[src/rtl/matmul_sequencer_if.sv]
// Purpose: control and memory-bus bundle between matmul_sequencer and its host/memory controller.
// Latency: wires only; mem_q is expected one cycle after mem_address is presented.
// Backpressure: none; the controller accepts one access every cycle.
//
// Signals: start (host -> seq), busy/done (seq -> host),
//          mem_address/mem_data/mem_write_en (seq -> controller), mem_q (controller -> seq).
interface matmul_sequencer_if;
  logic        start;
  logic        busy;
  logic        done;
  logic [15:0] mem_address;
  logic [31:0] mem_data;
  logic        mem_write_en;
  logic [31:0] mem_q;

  modport master (
    input  start, mem_q,
    output busy, done, mem_address, mem_data, mem_write_en
  );

  modport slave (
    output start, mem_q,
    input  busy, done, mem_address, mem_data, mem_write_en
  );
endinterface

[src/rtl/matmul_sequencer.sv]
// Purpose: sequences an unsigned 8-bit NxN matrix multiply C = A x B over the shared memory bus.
// Latency: N*N*(3N+1) bus cycles after start, then a one-cycle done pulse.
// Backpressure: none; issues one access per cycle and ignores start until back in IDLE.
//
// Ports: clk, reset (async, active-high), bus (master modport):
//   start in; busy/done out; mem_address {page,word}, mem_data, mem_write_en out; mem_q in.
//   A lives in page 0, B in page 1, C in page 2; all matrices are row-major.
module matmul_sequencer #(
  parameter int          N      = 4,
  parameter logic [11:0] A_BASE = 12'h000,
  parameter logic [11:0] B_BASE = 12'h000,
  parameter logic [11:0] C_BASE = 12'h000
) (
  input  logic               clk,
  input  logic               reset,
  matmul_sequencer_if.master bus
);

  // Index i runs one past N-1 on the final write, so 7 bits cover N up to 64.
  localparam logic [6:0] LAST = 7'(N - 1);

  typedef enum logic [2:0] {IDLE, RD_A, RD_B, MAC, WR, DONE} state_t;

  state_t      state_q, state_d;
  logic [6:0]  i_q, i_d, j_q, j_d, k_q, k_d;
  logic [31:0] acc_q, acc_d;
  logic [7:0]  a_q, a_d;

  logic        busy_q, busy_d;
  logic        done_q, done_d;
  logic [15:0] mem_address_q, mem_address_d;
  logic [31:0] mem_data_q, mem_data_d;
  logic        mem_write_en_q, mem_write_en_d;

  // Only the low byte of a read word carries an element.
  logic unused_q_hi;
  assign unused_q_hi = ^bus.mem_q[31:8];

  // Row-major word offset, wrapping modulo 4096.
  function automatic logic [11:0] word_of(input logic [11:0] base,
                                          input logic [6:0]  row,
                                          input logic [6:0]  col);
    return 12'(32'(base) + 32'(row) * 32'(N) + 32'(col));
  endfunction

  always_comb begin
    state_d = state_q;
    i_d     = i_q;
    j_d     = j_q;
    k_d     = k_q;
    acc_d   = acc_q;
    a_d     = a_q;

    case (state_q)
      IDLE: begin
        if (bus.start) begin
          i_d     = '0;
          j_d     = '0;
          k_d     = '0;
          acc_d   = '0;
          state_d = RD_A;
        end
      end
      RD_A: state_d = RD_B;
      RD_B: begin
        // A word addressed in RD_A is on mem_q now.
        a_d     = bus.mem_q[7:0];
        state_d = MAC;
      end
      MAC: begin
        // B word addressed in RD_B is on mem_q now.
        acc_d = acc_q + 32'(a_q) * 32'(bus.mem_q[7:0]);
        if (k_q == LAST) begin
          k_d     = '0;
          state_d = WR;
        end else begin
          k_d     = k_q + 7'd1;
          state_d = RD_A;
        end
      end
      WR: begin
        acc_d = '0;
        if (j_q == LAST) begin
          j_d = '0;
          i_d = i_q + 7'd1;
        end else begin
          j_d = j_q + 7'd1;
        end
        state_d = (i_q == LAST && j_q == LAST) ? DONE : RD_A;
      end
      DONE:    state_d = IDLE;
      default: state_d = IDLE;
    endcase

    // Outputs are computed from the next state and indices and then
    // registered, so they line up with the state they describe while
    // keeping mem_q/start off any combinational path to the pins.
    busy_d         = (state_d != IDLE);
    done_d         = (state_d == DONE);
    mem_write_en_d = (state_d == WR);
    mem_data_d     = (state_d == WR) ? acc_d : 32'h0;
    case (state_d)
      RD_A:    mem_address_d = {4'h0, word_of(A_BASE, i_d, k_d)};
      RD_B:    mem_address_d = {4'h1, word_of(B_BASE, k_d, j_d)};
      WR:      mem_address_d = {4'h2, word_of(C_BASE, i_d, j_d)};
      default: mem_address_d = 16'h0;
    endcase
  end

  always_ff @(posedge clk or posedge reset) begin
    if (reset) begin
      state_q        <= IDLE;
      i_q            <= '0;
      j_q            <= '0;
      k_q            <= '0;
      acc_q          <= '0;
      a_q            <= '0;
      busy_q         <= 1'b0;
      done_q         <= 1'b0;
      mem_address_q  <= '0;
      mem_data_q     <= '0;
      mem_write_en_q <= 1'b0;
    end else begin
      state_q        <= state_d;
      i_q            <= i_d;
      j_q            <= j_d;
      k_q            <= k_d;
      acc_q          <= acc_d;
      a_q            <= a_d;
      busy_q         <= busy_d;
      done_q         <= done_d;
      mem_address_q  <= mem_address_d;
      mem_data_q     <= mem_data_d;
      mem_write_en_q <= mem_write_en_d;
    end
  end

  assign bus.busy         = busy_q;
  assign bus.done         = done_q;
  assign bus.mem_address  = mem_address_q;
  assign bus.mem_data     = mem_data_q;
  assign bus.mem_write_en = mem_write_en_q;

endmodule

[src/flat_wrapper.sv]
// flat-port wrapper written by rule: the top's interface ports become plain ports
module matmul_sequencer_flat 
#(
  parameter int          N      = 4,
  parameter logic [11:0] A_BASE = 12'h000,
  parameter logic [11:0] B_BASE = 12'h000,
  parameter logic [11:0] C_BASE = 12'h000
)
  (clk, reset, bus_start, bus_mem_q, bus_busy, bus_done, bus_mem_address, bus_mem_data, bus_mem_write_en);
  matmul_sequencer_if bus_i ();
  input  logic clk;
  input  logic reset;
  input wire logic [$bits(bus_i.start)-1:0] bus_start;
  input wire logic [$bits(bus_i.mem_q)-1:0] bus_mem_q;
  output wire logic [$bits(bus_i.busy)-1:0] bus_busy;
  output wire logic [$bits(bus_i.done)-1:0] bus_done;
  output wire logic [$bits(bus_i.mem_address)-1:0] bus_mem_address;
  output wire logic [$bits(bus_i.mem_data)-1:0] bus_mem_data;
  output wire logic [$bits(bus_i.mem_write_en)-1:0] bus_mem_write_en;
  assign bus_i.start = bus_start;
  assign bus_i.mem_q = bus_mem_q;
  assign bus_busy = bus_i.busy;
  assign bus_done = bus_i.done;
  assign bus_mem_address = bus_i.mem_address;
  assign bus_mem_data = bus_i.mem_data;
  assign bus_mem_write_en = bus_i.mem_write_en;
  matmul_sequencer #(.N(N), .A_BASE(A_BASE), .B_BASE(B_BASE), .C_BASE(C_BASE)) u_core (.clk(clk), .reset(reset), .bus(bus_i));
endmodule
[config.mk]
export PLATFORM = sky130hd
export DESIGN_NAME = matmul_sequencer_flat
export DESIGN_NICKNAME = d
export VERILOG_FILES = /design/src/rtl/matmul_sequencer_if.sv /design/src/rtl/matmul_sequencer.sv /design/src/flat_wrapper.sv
export SDC_FILE = /design/constraint.sdc
export NUM_CORES = 1
export LEC_CHECK = 0
export CAP_MARGIN = 20
export CORE_MARGIN = 10
export CORE_UTILIZATION = 40
export DETAILED_ROUTE_END_ITERATION = 8
export PLACE_DENSITY_LB_ADDON = 0.2
export SYNTH_ARGS = -nofsm -noshare
export SYNTH_HDL_FRONTEND = slang
export SYNTH_SLANG_ARGS = --single-unit
export TNS_END_PERCENT = 30
[constraint.sdc]
create_clock -name clk -period 4.35 [get_ports clk]
set_input_delay 0.87 -clock clk [delete_from_list [all_inputs] [get_ports clk]]
set_output_delay 0.87 -clock clk [all_outputs]
set_load 0.01 [all_outputs]
Fig. 1: run 1, the clock network
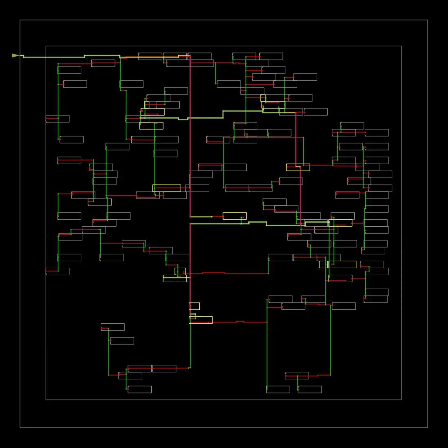
clk ins delay skew pair: 0.37 ns
CLK BUF: 9

Fig. 2: run 1, clock wires, drivers and flops
Bar = 50 µm.
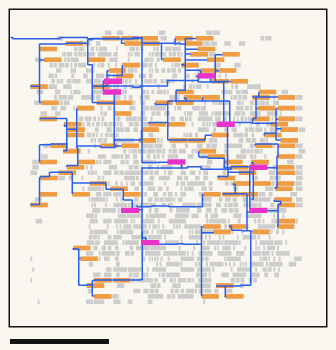
blue -> clock wires  # length 1,630 µm
magenta -> clock drivers  # count 9
orange -> flip-flops  # count 110
routed clock nets = 10
Clock power frac: 0.136
clock skew: 0.0132 ns
Clk. pwr: 932 µW

Fig. 3: run 1, register map, names as in the netlist
Bar = 50 µm. Other sequential cells in the stronger gray, the rest of the logic in the fainter gray.
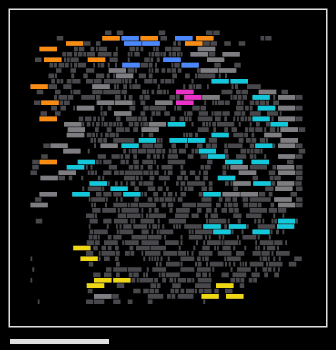
yellow -> `u_core.a_q`  # flops 8
orange -> `u_core.bus.mem_address`  # flops 12, where upper left
magenta -> `u_core.state_q`  # flops 3
blue -> `u_core.j_q`  # flops 7, where top center
cyan -> `u_core.acc_q`  # flops 32
Sequential Power: 1.20 mW
Reg area: 2750 µm²
Finished Core Util: 0.508

Fig. 4: run 1, zoomed window
Region (105, 25) to (135, 55) µm. Cells in gray, sequential cells in the stronger gray; small squares are vias.
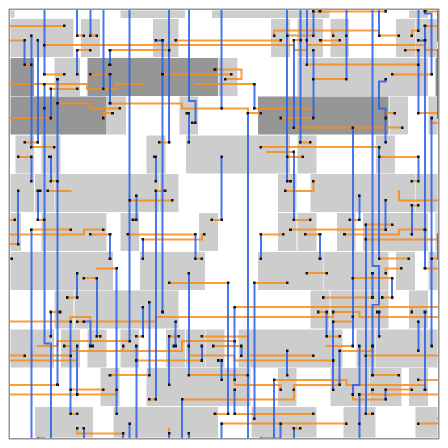
blue -> metal 2
orange -> metal 1
sequential cells in the window = 3
most frequent = inv_1 (23), nand2_1 (12), fa_1 (9)
cells with their middle in the window = 66
netlist names of flops here include = `u_core.acc_q` (3)

==> impl_metrics.toml, run 1 <==
# synthesis and place-and-route metrics
[grt]
met3_usage = 0.0326
grt.busiest_layer = "met2"
antenna_found_initial = 0
overflow = 0
use_met2 = 0.231
grt_pass1_vias = 6219
grt_pass1_wl_um = 32100
grt_use_met1 = 0.215
grtUsageTotal = 0.152

[sta]
tightest_slew_ns = 0.911
fmax_mhz = 208
finalSetupTns_ns = -11.77
post-route-period-util = 1.11
grt_setup_unrepaired = "true"
max_slew_margin = 0.393
whs_ns = 0.507
finalSetupViolCount = 41
setup_slack_ns = -0.467
drv_slew = 0
fin_crit_ns = 4.82

[cells_and_area]
nFlopsAndLatches = 110
multi_input_comb_cells = 562
num_antenna_cells = 0
seq_area_frac = 0.280
dominant_cells = "multi-input combinational cells"
nNetsFinal = 1059
instances_no_fill = 1188
final_common_cell = "dfrtp_1"
inverters = 109
buffers = 126
clk_share = 0.0332
fillers = 1753
layout_top_cells = "dfrtp_1, inv_1, nand2_1, buf_4, clkdlybuf4s50_1"
mi_logic_area_um2 = 4860
final_area_um2 = 9830
buf_share = 0.117
drive_gt1_frac = 0.200
comb_share = 0.494
syn2layout_area_growth_pct = 25.8

[worst_hold_path]
hold_path.class = "reg -> reg"
hold_path_depth = 2
min_from = "u_core.acc_q[16]$_DFF_PP0_"
min_to = "u_core.acc_q[16]$_DFF_PP0_"

[drt]
drc_errors = 0
routed_wl_um = 18900
wl_per_cell_um = 15.9
first_pass_iters = 6
wl_met3_um = 824
via_count = 5917
wl_met2_um = 8510
top_layer_used = "met4"
drtIter0Drc = 400

[synth]
flop_cell = "dfrtp_1"
top_cell = "dfrtp_1"
synth-adder-area-share = 0.220
netlist_instances = 809
yosys.area.top_type = "dfrtp_1"
synth_warnings = 0
synth_area_um2 = 7810
synthTopLogicFamily = "adder cells"
synth-xor-area-share = 0.0482
synthAoiAreaFrac = 0.121
top_area_frac = 0.352
ys_async_sr_fraction = 1.00
area_leaders = "dfrtp_1, fa_1, ha_1, inv_1, nand2_1"
ys_cells = 809
simple_gate_share = 0.167
synth_seq_share = 0.352

[worst_setup_path]
max_stage_delay_ns = 0.58
cpMaxStageDelayCell = "fa_2"
cp_data_arrival_time_ns = 5.04
cp_max_fo = 7
r2r_start = "u_core.a_q[4]$_DFFE_PP0P_"
critical_path.cell_chain = "buf_8, buf_6, and2_4, fa_2, fa_2, fa_1, inv_1, fa_1, inv_2, ha_4, and3_4, a221oi_4, a311o_2, o221ai_2, buf_6, and4_4, nand2b_4, a31oi_4"
crit_buf_inv = 5
crit_path_end = "u_core.acc_q[21]$_DFF_PP0_"
cp-start-kind = "input pin"
critPathTopFamily = "adder cells"
required_ns = 4.57
r2r_setup_slack_ns = -0.34
r2r-end = "u_core.acc_q[21]$_DFF_PP0_"
crit_cells = 18

[die]
tapCellCount = 265
num_rows = 51
dieArea_um2 = 25500
die_h_um = 160
ioPinCount = 86
die_w_um = 160
initCoreUtil = 0.404
core_area_um2 = 19300

[cts]
cts.sinks = 110
cts.path.max_buffers = 2
ctsRootBufferMaster = "clkbuf_16"
cts_setup_buffers = 9
cts_made_buffers = 9
htree_num_levels = 3
cts_hold_buf = 0

[run_status]
status = "complete, but fails checks"
violations = "setup timing"

[power]
power_density_nw_per_um2 = 695
power.group.top = "combinational cells"
finalPower_mw = 6.83
p_leak_nw = 4.65
swShare = 0.412
comb_power_share = 0.688
sequentialPowerShare = 0.175
p_comb_mw = 4.70
peakVddDrop_mv = 0.564

[place]
dp_hpwl_um = 14100
placed_cell_area_um2 = 9150
dp.cells = 1161
io_buffers = 57
globalplace.congestion = 0.839
## Run 2: what changed since run 1
- clock period: 4.35 -> 5.5 ns (I/O delays scaled with it)
==> run 2 against run 1 <==
Compared with the run above: the run now ends clean; critical path depth is 1 lower; final cell count decreased by 1.5%; worst setup slack better by 0.71 ns; count of clock-buffer cells in the layout increased by 2; combinational power down 37%; sequential power shrank 21%; synthesized area unchanged; clock power is 32% lower; clock skew down 0.0043 ns; flip-flop count unchanged; non-clock buffer count fell by 18; largest power group unchanged.
==> impl_metrics.toml, run 2 <==
# synthesis and place-and-route metrics
[worst_setup_path]
r2r_setup_slack_ns = 0.58
cp_max_fo = 8
cp-start-kind = "input pin"
r2r-end = "u_core.acc_q[21]$_DFF_PP0_"
critPathTopFamily = "adder cells"
critical_path.cell_chain = "clkbuf_2, and2_1, fa_1, fa_1, inv_1, fa_1, fa_1, inv_1, ha_1, o211ai_1, o21a_1, a311o_2, o221ai_2, buf_6, and4_1, nand2b_1, a31oi_1"
cp_data_arrival_time_ns = 5.46
crit_buf_inv = 4
crit_path_end = "u_core.acc_q[21]$_DFF_PP0_"
cpMaxStageDelayCell = "fa_1"
r2r_start = "u_core.a_q[4]$_DFFE_PP0P_"
max_stage_delay_ns = 0.55

[grt]
overflow = 0
grt_pass1_wl_um = 31200
met3_usage = 0.0283
antenna_found_initial = 0
grt.busiest_layer = "met2"
grtUsageTotal = 0.147
use_met2 = 0.230
grt_use_met1 = 0.206

[synth]
ys_cells = 809
ys_async_sr_fraction = 1.00
synth_area_um2 = 7810
top_cell = "dfrtp_1"
area_leaders = "dfrtp_1, fa_1, ha_1, inv_1, nand2_1"
synthAoiAreaFrac = 0.121
synth_seq_share = 0.352
yosys.area.top_type = "dfrtp_1"
synthTopLogicFamily = "adder cells"
synth_warnings = 0
synth-adder-area-share = 0.220
simple_gate_share = 0.167
top_area_frac = 0.352
flop_cell = "dfrtp_1"

[worst_hold_path]
min_from = "u_core.acc_q[15]$_DFF_PP0_"
hold_path.class = "reg -> reg"
hold_path_depth = 2
min_to = "u_core.acc_q[15]$_DFF_PP0_"

[power]
peakVddDrop_mv = 0.381
comb_power_share = 0.654
p_leak_nw = 4.46
sequentialPowerShare = 0.208
power.group.top = "combinational cells"
finalPower_mw = 4.54
swShare = 0.423
power_density_nw_per_um2 = 494

[cells_and_area]
final_common_cell = "dfrtp_1"
seq_area_frac = 0.299
buf_share = 0.100
nNetsFinal = 1041
multi_input_comb_cells = 562
drive_gt1_frac = 0.117
register_area_um2 = 2750
nFlopsAndLatches = 110
final_area_um2 = 9200
comb_share = 0.490
instances_no_fill = 1170
syn2layout_area_growth_pct = 17.7
inverters = 109
buffers = 108
num_antenna_cells = 0
mi_logic_area_um2 = 4510
nClkBuffers = 11
clk_share = 0.0298
fillers = 1858
layout_top_cells = "dfrtp_1, inv_1, nand2_1, ha_1, fa_1"

[sta]
drv_slew = 0
fmax_mhz = 190
max_slew_margin = 0.318
grt_setup_unrepaired = "false"
finalSetupViolCount = 0
whs_ns = 0.510
finalSetupTns_ns = 0
setup_slack_ns = 0.248
tightest_slew_ns = 1.02
post-route-period-util = 0.955

[drt]
wl_met3_um = 750
drtIter0Drc = 292
routed_wl_um = 18100
first_pass_iters = 5
wl_per_cell_um = 15.4
drc_errors = 0
via_count = 5859

[cts]
ctsRootBufferMaster = "clkbuf_16"
htree_num_levels = 3
cts_setup_buffers = 0
cts_hold_buf = 0
cts.sinks = 110
cts_made_buffers = 9
cts.path.max_buffers = 2

[place]
globalplace.congestion = 0.811
dp_hpwl_um = 13800
dp.cells = 1153
placed_cell_area_um2 = 8950

[die]
dieArea_um2 = 25500
ioPinCount = 86
die_h_um = 160
num_rows = 51
core_area_um2 = 19300
initCoreUtil = 0.404
tapCellCount = 265
die_w_um = 160

[run_status]
status = "finished clean"
Fig. 5: run 2, zoomed window
Region (105, 25) to (135, 55) µm. Cells in gray, sequential cells in the stronger gray; small squares are vias.
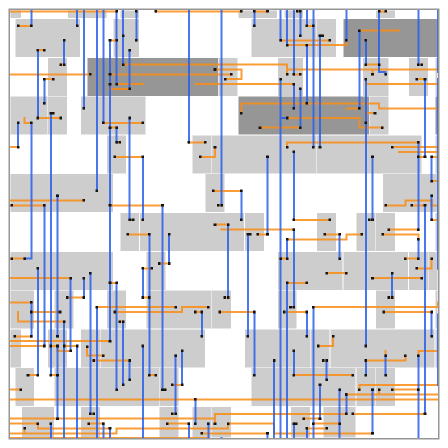
orange -> metal 1
blue -> metal 2
most frequent = inv_1 (29), fa_1 (9), ha_1 (8)
sequential cells in the window = 3
cells with their middle in the window = 59
netlist names of flops here include = `u_core.acc_q` (3)

Fig. 6: run 2, clock wires, drivers and flops
Bar = 50 µm.
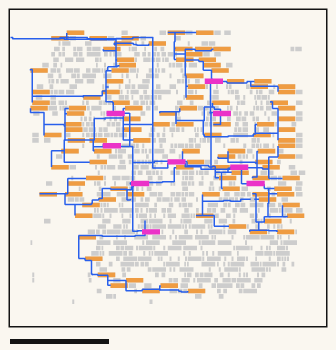
magenta -> clock drivers  # count 9
blue -> clock wires  # length 1,560 µm
orange -> flip-flops  # count 110
routed clock nets = 10
clk ins delay skew pair: 0.35 ns
Clock power frac: 0.139
Clk. pwr: 630 µW
clock skew: 0.00887 ns

## Run 3: what changed since run 2
- CTS_CLUSTER_SIZE: unset -> 25
==> run 3 against run 2 <==
Compared with the run above: synthesized area did not move; critical endpoint unchanged; worst hold slack did not move; largest cell class unchanged; clock skew did not move; combinational power barely moved; clock power barely moved; via count did not move.
==> impl_metrics.toml, run 3 <==
# synthesis and place-and-route metrics
[cts]
htree_num_levels = 3
ctsRootBufferMaster = "clkbuf_16"
cts_setup_buffers = 0
clk_pin_slew_ns = 0.08
insertion_delay_ns = 0.35
cts.path.max_buffers = 2
cts_resized = 10
cts_hold_buf = 0

[power]
power.group.top = "combinational cells"
swShare = 0.423
peakVddDrop_mv = 0.381
p_comb_mw = 2.97
pg_clk_uw = 630
pwr-share-clk = 0.139
finalPower_mw = 4.54
sequentialPowerShare = 0.208
p_leak_nw = 4.46
comb_power_share = 0.654
power_density_nw_per_um2 = 494

[cells_and_area]
inverters = 109
syn2layout_area_growth_pct = 17.7
final_common_cell = "dfrtp_1"
register_area_um2 = 2750
nNetsFinal = 1041
layout_top_cells = "dfrtp_1, inv_1, nand2_1, ha_1, fa_1"
comb_share = 0.490
seq_area_frac = 0.299
buf_share = 0.100
instances_no_fill = 1170
multi_input_comb_cells = 562
num_antenna_cells = 0
drive_gt1_frac = 0.117
mi_logic_area_um2 = 4510
clk_share = 0.0298
fillers = 1858

[worst_setup_path]
max_stage_delay_ns = 0.55
crit_type = "in -> reg"
crit_buf_inv = 4
cp_max_fo = 8
r2r-end = "u_core.acc_q[21]$_DFF_PP0_"
critical_path.cell_chain = "clkbuf_2, and2_1, fa_1, fa_1, inv_1, fa_1, fa_1, inv_1, ha_1, o211ai_1, o21a_1, a311o_2, o221ai_2, buf_6, and4_1, nand2b_1, a31oi_1"
cpMostUsedCell = "fa_1"
crit_path_end = "u_core.acc_q[21]$_DFF_PP0_"
cp_data_arrival_time_ns = 5.46
critPathTopFamily = "adder cells"
cpMaxStageDelayCell = "fa_1"
crit_cells = 17
cp-start-kind = "input pin"
r2r_setup_slack_ns = 0.58
r2r_start = "u_core.a_q[4]$_DFFE_PP0P_"

[sta]
fmax_mhz = 190
grt_setup_unrepaired = "false"
drv_slew = 0
finalSetupViolCount = 0
whs_ns = 0.510
post-route-period-util = 0.955
finalSetupTns_ns = 0
tightest_slew_ns = 1.02
max_slew_margin = 0.318
skew_ns = 0.00887

[synth]
ys_async_sr_fraction = 1.00
ys_seq_elements = 110
flop_cell = "dfrtp_1"
yosys.area.top_type = "dfrtp_1"
synth_seq_share = 0.352
area_leaders = "dfrtp_1, fa_1, ha_1, inv_1, nand2_1"
top_cell = "dfrtp_1"
synth_warnings = 0
synth_area_um2 = 7810
top_area_frac = 0.352
synth-adder-area-share = 0.220
synthTopLogicFamily = "adder cells"
ys_cells = 809
synthAoiAreaFrac = 0.121
ys_sh_mux = 0.0184
simple_gate_share = 0.167

[worst_hold_path]
min_from = "u_core.acc_q[15]$_DFF_PP0_"
hold_path_depth = 2
hold_path.class = "reg -> reg"
min_to = "u_core.acc_q[15]$_DFF_PP0_"

[drt]
wl_met3_um = 750
via_count = 5859
drc_errors = 0
top_layer_used = "met4"
wl_met2_um = 8130
drtIter0Drc = 292
routed_wl_um = 18100
wl_per_cell_um = 15.4
first_pass_iters = 5

[grt]
antenna_found_initial = 0
grt_pass1_wl_um = 31200
grt_max_degree = 43
grt_use_met1 = 0.206
grtUsageTotal = 0.147
grt.busiest_layer = "met2"
use_met2 = 0.230
met3_usage = 0.0283
overflow = 0

[place]
dp.cells = 1153
io_buffers = 57
dp_hpwl_um = 13800
globalplace.congestion = 0.811
placed_cell_area_um2 = 8950

[job]
drv_cap = 0

[die]
ioPinCount = 86
dieArea_um2 = 25500
initCoreUtil = 0.404
core_area_um2 = 19300
tapCellCount = 265
die_w_um = 160
num_rows = 51
die_h_um = 160

[run_status]
status = "finished clean"
Fig. 7: run 3, drive-strength map
Bar = 50 µm.
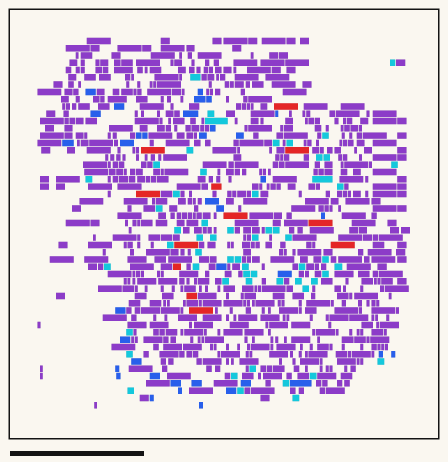
blue -> _2 cells  # cells 37, most used mux2_2
purple -> _0 and _1 cells  # cells 799, most used dfrtp_1
red -> _6 and larger  # cells 12, most used clkbuf_16
cyan -> _3 and _4 cells  # cells 57, most used buf_4
Non-clk bufs: 108
Final WS setup: 0.248 ns
design area: 9200 µm²

Fig. 8: run 3, the clock network
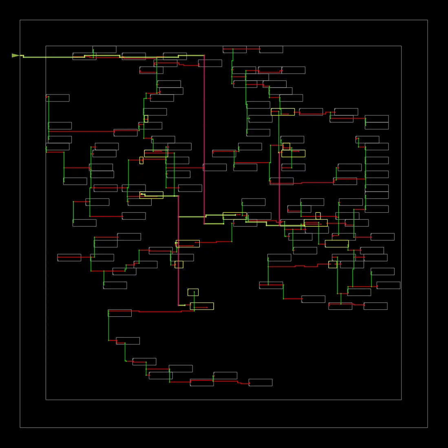
clock sinks: 110
CLK BUF: 11
Num CTS Buffers: 9
Flops: 110

Power is estimated from default activity; no workload was simulated.
